==> run_1/congestion_map.png <==
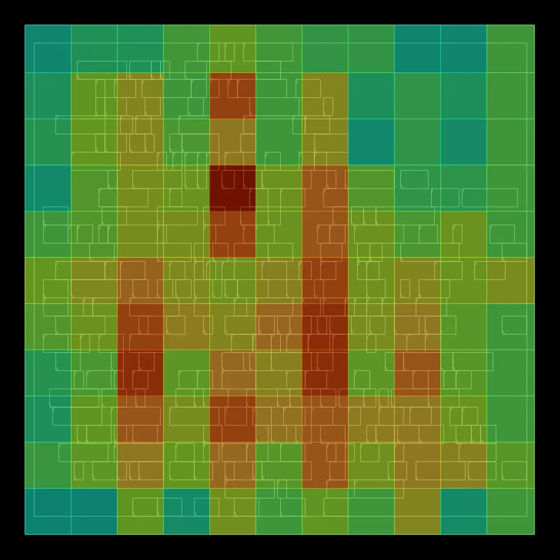
==> run_1/layers.png <==
Bar = 20 um.
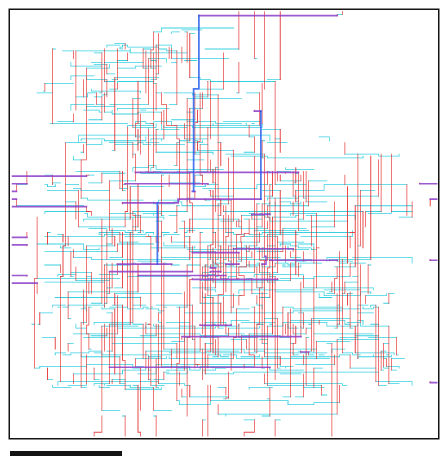
==> run_1/ff_map.png <==
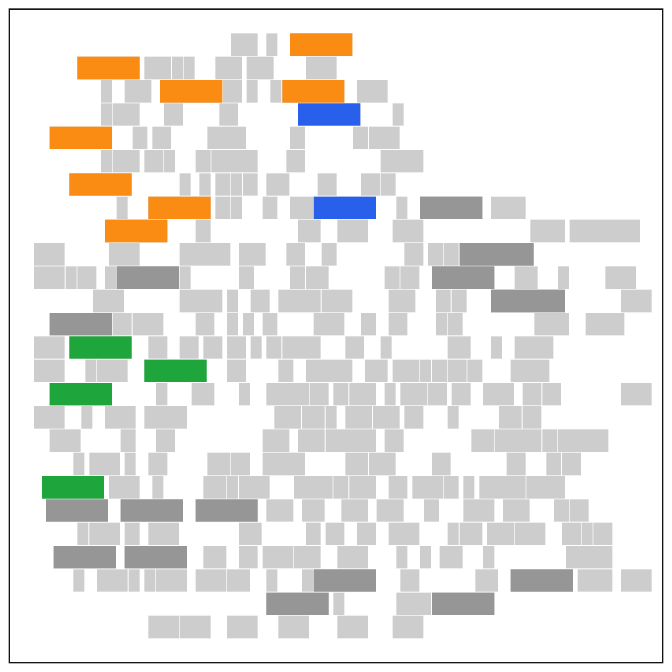
==> config.mk <==
export PLATFORM = sky130hd
export DESIGN_NAME = bcd_timer_ctrl
export DESIGN_NICKNAME = d
export VERILOG_FILES = /design/src/rtl/bcd_timer_ctrl.sv
export SDC_FILE = /design/constraint.sdc
export NUM_CORES = 1
export LEC_CHECK = 0
export CAP_MARGIN = 5
export CELL_PAD_IN_SITES_DETAIL_PLACEMENT = 0
export CELL_PAD_IN_SITES_GLOBAL_PLACEMENT = 1
export CORE_UTILIZATION = 37
export DETAILED_ROUTE_END_ITERATION = 7
export GPL_TIMING_DRIVEN = 0
export PLACE_DENSITY = 0.8
export SLEW_MARGIN = 20
export SYNTH_ARGS = -nofsm -noshare
export SYNTH_HDL_FRONTEND = slang
export SYNTH_SLANG_ARGS = --single-unit
==> constraint.sdc <==
create_clock -name clock_i -period 2.4 [get_ports clock_i]
set_input_delay 0.48 -clock clock_i [delete_from_list [all_inputs] [get_ports clock_i]]
set_output_delay 0.48 -clock clock_i [all_outputs]
set_load 0.02 [all_outputs]
==> src/rtl/bcd_timer_ctrl.sv <==
// Run controller for a two-digit BCD timer: load/target register, step prescaler and run FSM.
// Define BCD_TIMER_AUTORELOAD_EN for periodic mode (one-cycle alarm pulse, counter reloads, stays in RUN).
module bcd_timer_ctrl #(
    parameter int LIMIT_MSB = 5,
    parameter int TICK_DIV  = 4
) (
    input  logic       clock_i,
    input  logic       reset_i,
    input  logic       start_i,
    input  logic       stop_i,
    input  logic       clear_i,
    input  logic       load_i,
    input  logic       dir_i,
    input  logic [3:0] preset_high_i,
    input  logic [3:0] preset_low_i,
    output logic [3:0] high_o,
    output logic [3:0] low_o,
    output logic [1:0] state_o,
    output logic       alarm_o,
    output logic       load_err_o
);

    typedef enum logic [1:0] {
        IDLE   = 2'd0,
        RUN    = 2'd1,
        PAUSED = 2'd2,
        DONE   = 2'd3
    } state_e;

    localparam logic [7:0] PRESC_LAST = 8'(TICK_DIV - 1);
    localparam logic [3:0] HIGH_MAX   = 4'(LIMIT_MSB);

    state_e     state_q, state_d;
    logic [3:0] cntHigh_q, cntHigh_d;
    logic [3:0] cntLow_q, cntLow_d;
    logic [3:0] tgtHigh_q, tgtHigh_d;
    logic [3:0] tgtLow_q, tgtLow_d;
    logic [7:0] presc_q, presc_d;
    logic       dirUp_q, dirUp_d;
    logic       alarm_q, alarm_d;
    logic       loadErr_q, loadErr_d;
`ifdef BCD_TIMER_AUTORELOAD_EN
    logic       reloadPending_q, reloadPending_d;
`endif

    logic [3:0] upHigh, upLow, dnHigh, dnLow;
    logic [3:0] stepHigh, stepLow;
    logic       presetValid;
    logic       tgtIsZero;

    function automatic logic isTerminal(input logic [3:0] h, input logic [3:0] l,
                                        input logic [3:0] th, input logic [3:0] tl,
                                        input logic up);
        if (up) begin
            return (h == th) && (l == tl);
        end
        return (h == 4'd0) && (l == 4'd0);
    endfunction

    always_comb begin
        upLow    = (cntLow_q == 4'd9) ? 4'd0 : cntLow_q + 4'd1;
        upHigh   = (cntLow_q == 4'd9) ? cntHigh_q + 4'd1 : cntHigh_q;
        dnLow    = (cntLow_q == 4'd0) ? 4'd9 : cntLow_q - 4'd1;
        dnHigh   = (cntLow_q == 4'd0) ? cntHigh_q - 4'd1 : cntHigh_q;
        stepHigh = dirUp_q ? upHigh : dnHigh;
        stepLow  = dirUp_q ? upLow : dnLow;
        presetValid = (preset_low_i <= 4'd9) && (preset_high_i <= HIGH_MAX);
        tgtIsZero   = (tgtHigh_q == 4'd0) && (tgtLow_q == 4'd0);
    end

    always_ff @(posedge clock_i) begin
        if (reset_i) begin
            state_q   <= IDLE;
            cntHigh_q <= 4'd0;
            cntLow_q  <= 4'd0;
            tgtHigh_q <= 4'd0;
            tgtLow_q  <= 4'd0;
            presc_q   <= 8'd0;
            dirUp_q   <= 1'b0;
            alarm_q   <= 1'b0;
            loadErr_q <= 1'b0;
`ifdef BCD_TIMER_AUTORELOAD_EN
            reloadPending_q <= 1'b0;
`endif
        end else begin
            state_q   <= state_d;
            cntHigh_q <= cntHigh_d;
            cntLow_q  <= cntLow_d;
            tgtHigh_q <= tgtHigh_d;
            tgtLow_q  <= tgtLow_d;
            presc_q   <= presc_d;
            dirUp_q   <= dirUp_d;
            alarm_q   <= alarm_d;
            loadErr_q <= loadErr_d;
`ifdef BCD_TIMER_AUTORELOAD_EN
            reloadPending_q <= reloadPending_d;
`endif
        end
    end

    // Commands that are ignored in the current state fall through to the next one down.
    always_comb begin
        state_d   = state_q;
        cntHigh_d = cntHigh_q;
        cntLow_d  = cntLow_q;
        tgtHigh_d = tgtHigh_q;
        tgtLow_d  = tgtLow_q;
        presc_d   = presc_q;
        dirUp_d   = dirUp_q;
        alarm_d   = alarm_q;
        loadErr_d = 1'b0;
`ifdef BCD_TIMER_AUTORELOAD_EN
        reloadPending_d = 1'b0;
        alarm_d         = alarm_q && (state_q == DONE);
`endif
        if (clear_i) begin
            state_d   = IDLE;
            cntHigh_d = 4'd0;
            cntLow_d  = 4'd0;
            tgtHigh_d = 4'd0;
            tgtLow_d  = 4'd0;
            presc_d   = 8'd0;
            dirUp_d   = 1'b0;
            alarm_d   = 1'b0;
        end else if (stop_i && (state_q == RUN)) begin
            state_d = PAUSED;
`ifdef BCD_TIMER_AUTORELOAD_EN
            if (reloadPending_q) begin
                cntHigh_d = dirUp_q ? 4'd0 : tgtHigh_q;
                cntLow_d  = dirUp_q ? 4'd0 : tgtLow_q;
            end
`endif
        end else if (start_i && (state_q != RUN)) begin
            presc_d = 8'd0;
            state_d = RUN;
            unique case (state_q)
                IDLE: begin
                    dirUp_d = dir_i;
                    if (isTerminal(cntHigh_q, cntLow_q, tgtHigh_q, tgtLow_q, dir_i)) begin
                        state_d = DONE;
                        alarm_d = 1'b1;
                    end
                end
                PAUSED: begin
                    if (isTerminal(cntHigh_q, cntLow_q, tgtHigh_q, tgtLow_q, dirUp_q)) begin
                        state_d = DONE;
                        alarm_d = 1'b1;
                    end
                end
                default: begin
                    // Restart from DONE: start value equals terminal only when the target is 00.
                    dirUp_d   = dir_i;
                    cntHigh_d = dir_i ? 4'd0 : tgtHigh_q;
                    cntLow_d  = dir_i ? 4'd0 : tgtLow_q;
                    alarm_d   = tgtIsZero;
                    if (tgtIsZero) begin
                        state_d = DONE;
                    end
                end
            endcase
        end else if (load_i && ((state_q == IDLE) || (state_q == PAUSED))) begin
            if (presetValid) begin
                tgtHigh_d = preset_high_i;
                tgtLow_d  = preset_low_i;
                cntHigh_d = dir_i ? 4'd0 : preset_high_i;
                cntLow_d  = dir_i ? 4'd0 : preset_low_i;
            end else begin
                loadErr_d = 1'b1;
            end
        end else if (state_q == RUN) begin
            presc_d = (presc_q == PRESC_LAST) ? 8'd0 : presc_q + 8'd1;
`ifdef BCD_TIMER_AUTORELOAD_EN
            if (reloadPending_q) begin
                cntHigh_d = dirUp_q ? 4'd0 : tgtHigh_q;
                cntLow_d  = dirUp_q ? 4'd0 : tgtLow_q;
            end else
`endif
            if (presc_q == PRESC_LAST) begin
                cntHigh_d = stepHigh;
                cntLow_d  = stepLow;
                if (isTerminal(stepHigh, stepLow, tgtHigh_q, tgtLow_q, dirUp_q)) begin
                    alarm_d = 1'b1;
`ifdef BCD_TIMER_AUTORELOAD_EN
                    reloadPending_d = 1'b1;
`else
                    state_d = DONE;
`endif
                end
            end
        end
    end

    always_comb begin
        high_o     = cntHigh_q;
        low_o      = cntLow_q;
        state_o    = state_q;
        alarm_o    = alarm_q;
        load_err_o = loadErr_q;
    end

endmodule

==> Implementation_results.wiki, run 1 <==
== Metrics ==
{| class="wikitable"
! Metric !! Value
|-
| Non-filler instance count after layout || about 350
|-
| Chip Area, Yosys || approximately 0.0020 sq mm
|-
| Post-synth design cell area || 0.00203 sq mm
|-
| Slew at the pin closest to its max-slew limit || 0.563 ns
|-
| Proportion of synthesized flip-flops having asynchronous set or reset || 0%
|-
| Layout filler cell count || 563
|-
| Syn nets || around 270
|-
| Global placement routability congestion || about 0.94
|-
| Launch point of the worst hold path || alarm_o
|-
| HP Class || reg -> reg
|-
| Post-route antenna net violation count || 0
|-
| Clk cell area share || 3.44%
|-
| Post-placement cell count || around 340
|-
| Per-instance average area after synthesis || 8.27 sq um
|-
| Fraction of final layout cells sized beyond drive strength 1 || approximately an eighth
|-
| Critical path required time || between 2 and 3 ns
|-
| OpenROAD warning count || 28
|-
| Antenna Cells || 0
|-
| Cell resize tally after clock tree synthesis || 3
|-
| Fraction of area in multi-input gates || 55.5%
|-
| Tightest slew margin relative to the limit || 62.3%
|-
| Number of synthesized register bits || 29
|-
| Leading cell category by total area || multi-input combinational cells
|-
| Power consumption || 1.17 mW
|-
| Register fraction of the total cell area || between 20% and 30%
|-
| Final tally of hold violations || 0
|-
| Gate count after technology mapping || 246
|-
| Well Taps || ~70
|-
| Post-DR vias/cell || roughly 5.5
|-
| Setup crit end kind || register
|-
| Area inside the core boundary || 0.00520 sq mm
|-
| Comb_multi_in || 199
|-
| CTS Sinks || 29
|-
| Clock Pin Slew Worst Setup and Hold Paths || ~0.060 ns
|-
| Number of buffer cells added on primary ports || 24
|-
| Wire length of the first global-routing pass || roughly 8600 um
|-
| Number of levels in the clock H-tree || 2
|-
| Ports placed on the boundary || 27
|-
| Depth of the most critical reg-to-reg path || 9
|-
| Detailed placer's ending HPWL || 3920 um
|-
| Pre-Repair DR Iteration Count || 4
|-
| Initial core utilization || 39.1%
|-
| Count of flip-flops and latches || 29
|-
| Die width || 76.1 um
|-
| Most common cell after layout, fill and taps aside || sky130_fd_sc_hd__nor2_1
|-
| Initial detailed-routing violation count || 137
|-
| Clk ins delay skew pair || about 0.28 ns
|-
| Worst path arrival time || ~2.4 ns
|-
| Post-layout min period || 2.26 ns
|-
| Register-to-register path setup slack || 0.14 ns
|-
| Area of the multi-input gates || 0.00139 sq mm
|-
| Prevailing post-synth register cell || sky130_fd_sc_hd__dfxtp_1
|-
| Synth Warn # || 0
|-
| MaxCap Viol Count || 0
|-
| Synth unique cells || 52
|-
| TritonCTS clock tree || built
|-
| Crit share post-route || 94.1%
|-
| Cell depth of the worst min-delay path || 2
|-
| Non-clock buffering overhead || 13.7%
|-
| Area share of the leading cell type in the synthesized netlist || 28.6%
|-
| Number of buffers added by the clock tree synthesis step || 5
|-
| Setup repair after global routing missed its margin || no
|-
| Area of all placed cells without fillers || 0.00251 sq mm
|-
| Count of unresolved DRC violations after routing || 0
|-
| Cell row count || 26
|-
| Final worst-path setup slack || about 0.14 ns
|-
| Global-route congestion overflow total || 0
|-
| Leading cell types by count after synthesis || sky130_fd_sc_hd__dfxtp_1 (29), sky130_fd_sc_hd__nor2_1 (28), sky130_fd_sc_hd__nand2_1 (16), sky130_fd_sc_hd__xor2_1 (16), sky130_fd_sc_hd__mux2i_1 (14)
|-
| Chip height || 76.1 um
|-
| Endpoints failing setup || 0
|-
| End-of-flow core utilization || 48.2%
|-
| Worst reg2reg endpoint || state_o[1]
|-
| Final number of max-transition violations || 0
|-
| Maximum number of pins on one net before global-route repair || 11
|-
| Worst vdd rail ir drop || around 0.00027 V
|-
| Setup fix buffers added after clock tree synthesis || 1
|-
| Crit path from || high_o[1]
|-
| Dominant cells by area after synthesis || sky130_fd_sc_hd__dfxtp_1 (29%), sky130_fd_sc_hd__mux2i_1 (6.9%), sky130_fd_sc_hd__xor2_1 (6.9%)
|-
| Full die area || slightly below 0.006 sq mm
|-
| Hold bufs inserted after CTS || 0
|-
| Maximum fanout along the worst path || 9
|-
| Area added between synthesis and finish || 23.3%
|-
| Reg-to-Reg Start || high_o[1]
|-
| Setup TNS || 0 ns
|-
| Hold_ws || about 0.47 ns
|-
| Skew final || about 0.0050 ns
|-
| Non-clock inverter instance count of the final layout || 3
|-
| # clk buffers || 7
|-
| Total power density per cell area || about 470 mW/mm^2
|-
| Result of the run || finished, final reports clean
|-
| Placement Cell Area || 0.00237 sq mm
|-
| Yosys cell count || 246
|-
| Most frequent cell after synthesis || sky130_fd_sc_hd__dfxtp_1
|-
| Seq share, synth || 28.6%
|-
| Area taken by flip-flops and latches || 588 sq um
|-
| Critical path class || reg -> reg
|-
| Top cells excl fill/tap || sky130_fd_sc_hd__nor2_1 (28), sky130_fd_sc_hd__dfxtp_1 (27), sky130_fd_sc_hd__clkdlybuf4s50_1 (24)
|-
| Worst Hold End || alarm_o
|-
| Worst-case setup slack after placement || -0.135 ns
|-
| Leakage || 1.01 nW
|-
| CP Launch Type || register
|-
| Top achievable clock speed || approximately 440 MHz
|-
| Buffers, non-clock || 39
|-
| Post-synth EDFFs || 0
|-
| Clock tree root buffer cell || sky130_fd_sc_hd__clkbuf_8
|-
| Net count of the finished layout || 296
|-
| Clock buffer depth || 2
|-
| Dominant cell type by area after synthesis || sky130_fd_sc_hd__dfxtp_1
|-
| Number of antenna violations at the first check in global routing || 0
|-
| Via count of the first global-routing pass || 1732
|}
-- congestion_map.png (at the start) --
detailed-route wire length per cell: 15.0 um
total global routing track utilization: 18.7%
met1 Usage GRT: 26.6%
met3 routing resource usage after global routing: 4.07%
Most Used Layer, Global Route: met2

-- layers.png (at the start) --
Key: M4 = blue [wire length 58.7 um]; M3 = purple [wire length 297 um]; M1 = cyan [wire length 2570 um]; M2 = red [wire length 2290 um]
post-detailed-routing wire length: 5220 um
vias: 1908

-- ff_map.png (at the start) --
Key: presc_q = orange [placed flops 8, where top left]; state_o = blue [placed flops 2]; tgtHigh_q = green [placed flops 4, where left middle]

## run 1: cell families (layout without fill, tap and decap cells)
logic type | after synthesis | after routing | synth area share, %
adder cells (fa/ha/maj) | 4 | 4 | 2.46
AND-OR/OR-AND | 56 | 56 | 20.2
flip-flops | 29 | 29 | 28.6
XOR/XNOR | 21 | 21 | 9.05
AND/OR/NAND/NOR | 103 | 103 | 27.1
multiplexers | 15 | 15 | 7.45
buffers and inverters | 18 | 49 | 5.23
## run 1: worst max-delay path, cell delays in order (launching register included)
cell	delay, ns
sky130_fd_sc_hd__dfxtp_4	0.40
sky130_fd_sc_hd__inv_1	0.09
sky130_fd_sc_hd__ha_1	0.30
sky130_fd_sc_hd__nor2b_1	0.15
sky130_fd_sc_hd__a221oi_2	0.23
sky130_fd_sc_hd__o21a_1	0.22
sky130_fd_sc_hd__xor2_2	0.20
sky130_fd_sc_hd__nor3_1	0.08
sky130_fd_sc_hd__a2111oi_1	0.38
sky130_fd_sc_hd__nor3_1	0.09
## run 1: sequential cells by signal (all words and copies together), names as in the netlist
signal,cells
load_err_o,1
state_o,2
alarm_o,1
tgtLow_q,4
high_o,4
dirUp_q,1
presc_q,8
low_o,4
tgtHigh_q,4
## run 1: power breakdown
group	total [mW]	internal (mW)	switching, mW
logic	0.269	0.119	0.149
clock network	0.399	0.227	0.172
registers	0.501	0.489	0.0120
## run 1: worst max-delay path by stage
stage | endpoint | depth (start not counted)
after floorplan | alarm_o | 10
after global placement | alarm_o | 10
after detailed placement | state_o[1] | 10
after CTS | alarm_o | 9
after global routing | state_o[1] | 9
final | state_o[1] | 9
## run 1: layer usage
layer,global-route usage [%],share of wire [%],vias up
met4,4.62,1.1,0
met5,0,0,-
li1,-,-,958
met1,26.6,49,888
met2,28.5,44,56
met3,4.07,5.7,6
==> inputs of run 2 (changes only) <==
- CORE_UTILIZATION: 37 -> 44
- PLACE_DENSITY: 0.8 -> 0.88
- clock period: 2.4 -> 2.6 ns (I/O delays scaled with it)
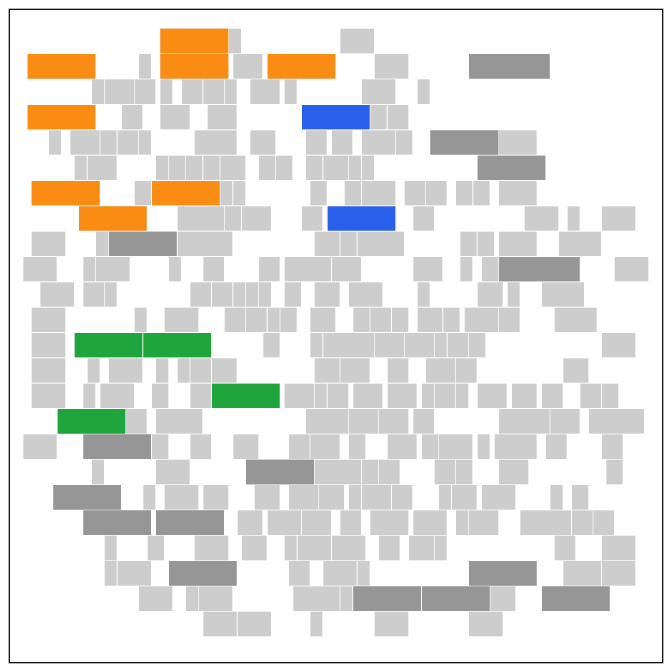
(run_2/ff_map.png)
Key: tgtHigh_q = green [placed flops 4, where left middle]; presc_q = orange [placed flops 8, where top left]; state_o = blue [placed flops 2]
Another 15 sequential cells are not colored.
register fraction of the total cell area: 24.3%
area taken by flip-flops and latches: 588 sq um

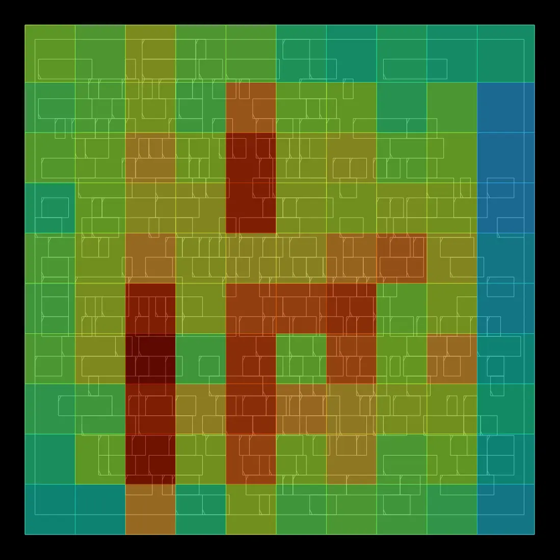
(run_2/congestion_map.png)
met2 global-route usage: 31.7%
total global routing track utilization: 21.6%

==> run 2 against run 1 <==
Net effect:
- total power fell by 8.6%
- area after synthesis unchanged
- sequential power decreased by 7.6%
- highest routed layer unchanged
==> Implementation_results.wiki, run 2 <==
== Metrics ==
{| class="wikitable"
! Metric !! Value
|-
| Result of the run || finished, final reports clean
|-
| Worst vdd rail ir drop || roughly 0.00034 V
|-
| Cell row count || 24
|-
| Per-instance average area after synthesis || just over 8 sq um
|-
| Synth unique cells || between 50 and 60
|-
| Ports placed on the boundary || 27
|-
| Post-route antenna net violation count || 0
|-
| Final number of max-transition violations || 0
|-
| Final tally of hold violations || 0
|-
| Worst reg2reg endpoint || alarm_o
|-
| Global placement routability congestion || 0.947
|-
| Routed wire length on met3 || 318 um
|-
| Antenna Cells || 0
|-
| Internal power || 0.763 mW
|-
| Worst Hold End || alarm_o
|-
| Reg power frac || 43.3%
|-
| Count of unresolved DRC violations after routing || 0
|-
| Biggest consumer || registers
|-
| Setup repair after global routing missed its margin || no
|-
| Hold_ws || 0.475 ns
|-
| Number of buffers added by the clock tree synthesis step || 5
|-
| Cell resize tally after clock tree synthesis || 0
|-
| Final worst-path setup slack || between 0.2 and 0.25 ns
|-
| Maximum fanout along the worst path || 9
|-
| Area inside the core boundary || 0.00438 sq mm
|-
| Post-route met1 wirelength || between 2000 and 3000 um
|-
| Area of all placed cells without fillers || 0.00242 sq mm
|-
| CP Launch Type || register
|-
| Flip-flop count of the largest register, all copies and words added || 8
|-
| Top achievable clock speed || 418 MHz
|-
| Area share of the leading cell type in the synthesized netlist || 28.6%
|-
| Via count of the first global-routing pass || 1756
|-
| Die width || 70.0 um
|-
| Synth Warn # || 0
|-
| Clock Pin Slew Worst Setup and Hold Paths || 0.06 ns
|-
| Number of antenna violations at the first check in global routing || 0
|-
| Post-synth EDFFs || 0
|-
| Post-layout min period || 2.39 ns
|-
| Launch point of the worst hold path || alarm_o
|-
| CTS Sinks || 29
|-
| Critical path class || reg -> reg
|-
| Clock net power || 0.371 mW
|-
| Layout filler cell count || 419
|-
| Clock buffer depth || 2
|-
| Crit share post-route || 92.1%
|-
| Wire length of the first global-routing pass || 8570 um
|-
| Switching power share of the total || 28.6%
|-
| CP max stage cell || sky130_fd_sc_hd__dfxtp_4
|-
| Post-placement cell count || 322
|-
| Net switching power figure || 0.305 mW
|-
| Most frequent cell after synthesis || sky130_fd_sc_hd__dfxtp_1
|-
| Depth of the most critical reg-to-reg path || 9
|-
| Full die area || 0.00490 sq mm
|-
| Most common cell after layout, fill and taps aside || sky130_fd_sc_hd__nor2_1
|-
| Uppermost routed layer || met4
|-
| Seq share, synth || 28.6%
|-
| Tightest slew margin relative to the limit || between 60% and 70%
|-
| Chip height || approximately 70 um
|-
| Critical path required time || roughly 2.8 ns
|-
| Gate count after technology mapping || ~250
|-
| Number of synthesized register bits || 29
|-
| Power consumption || 1.07 mW
|-
| Leakage || around 1 nW
|-
| Clock power frac || 34.8%
|-
| Register-to-register path setup slack || between 0.2 and 0.25 ns
|-
| Length of routed met2 wiring || ~2100 um
|-
| Maximum number of pins on one net before global-route repair || 11
|-
| Total power density per cell area || approximately 440 mW/mm^2
|-
| Delay contributed by the slowest stage of the critical path || around 0.4 ns
|-
| Setup fix buffers added after clock tree synthesis || 0
|-
| Detailed-route wire length per cell || approximately 15 um
|-
| Non-filler instance count after layout || 327
|-
| Reg-to-Reg Start || high_o[0]
|-
| Endpoints failing setup || 0
|-
| Post-synth design cell area || 0.00203 sq mm
|-
| HP Class || reg -> reg
|-
| Proportion of synthesized flip-flops having asynchronous set or reset || 0%
|-
| Combinational-cell power consumption || 0.234 mW
|-
| Number of levels in the clock H-tree || 2
|-
| Prevailing post-synth register cell || sky130_fd_sc_hd__dfxtp_1
|-
| Crit path cell chain || inv_1, ha_1, nor2b_1, a221oi_1, o21a_1, xor2_1, a2111oi_2, a211oi_1, o41ai_2
|-
| Top cells excl fill/tap || sky130_fd_sc_hd__nor2_1 (28), sky130_fd_sc_hd__dfxtp_1 (27), sky130_fd_sc_hd__clkdlybuf4s50_1 (24)
|-
| OpenROAD warning count || 28
|-
| Vias || 1900
|-
| Number of buffer cells added on primary ports || 24
|-
| Worst-case setup slack after placement || -0.0899 ns
|-
| Initial core utilization || 46.4%
|-
| Cell depth of the worst min-delay path || 2
|-
| Sequential cell power || 0.463 mW
|-
| Skew final || 0.00540 ns
|-
| Net count of the finished layout || around 300
|-
| Setup TNS || 0 ns
|-
| TritonCTS clock tree || built
|-
| Syn nets || 265
|-
| Chip Area, Yosys || 0.00203 sq mm
|-
| MaxCap Viol Count || 0
|-
| Dominant cells by area after synthesis || sky130_fd_sc_hd__dfxtp_1 (29%), sky130_fd_sc_hd__mux2i_1 (6.9%), sky130_fd_sc_hd__xor2_1 (6.9%)
|-
| Global-route congestion overflow total || 0
|}
run 2: how the worst max path moves through the flow:
stage	from	slack, ns	endpoint
finish	high_o[0]	0.21	alarm_o
global route	high_o[0]	0.03	alarm_o
CTS	high_o[0]	0.02	alarm_o
detailed placement	high_o[0]	-0.09	state_o[1]
global placement	high_o[1]	-0.10	alarm_o
floorplan	high_o[1]	0.09	alarm_o
run 2: critical path, delay by kind of cell, from the launching register on:
| kind | cells | cell delay, ns |
|---|---|---|
| flops | 1 | 0.40 |
| fa+ha+maj | 1 | 0.31 |
| buf+inv | 1 | 0.07 |
| xor+xnor | 1 | 0.11 |
| compound gates | 5 | 1.25 |
| simple gates | 1 | 0.14 |
run 2: cells by family (layout without fill, tap and decap cells):
kind of cell / count (synthesis) / count (layout) / share of synthesized area [%]
and+or+nand+nor: 103 / 103 / 27.1
adders and majority gates: 4 / 4 / 2.46
AOI/OAI and AO/OA: 56 / 56 / 20.2
muxes: 15 / 15 / 7.45
DFF: 29 / 29 / 28.6
buffers and inverters: 18 / 47 / 5.23
xor gates and xnor gates: 21 / 21 / 9.05
run 2: metal layers:
metal	up-vias	track usage (%)
li1	954	-
met1	879	32.2
met2	61	31.7
met3	6	4.47
met4	0	5.33
met5	-	0
run 2: final cells by class:
class	instances	area [sq um]	share of cell area, %
Buffer	13	87.6	3.61
Clock buffer	7	86.3	3.56
Inverter	3	11.3	0.464
Multi-Input combinational cell	199	1350	55.5
Sequential cell	29	588	24.3
Tap cell	52	65.1	2.68
Timing Repair Buffer	24	240	9.91
Power figures rest on the tool's default switching activity, not on a simulated workload.
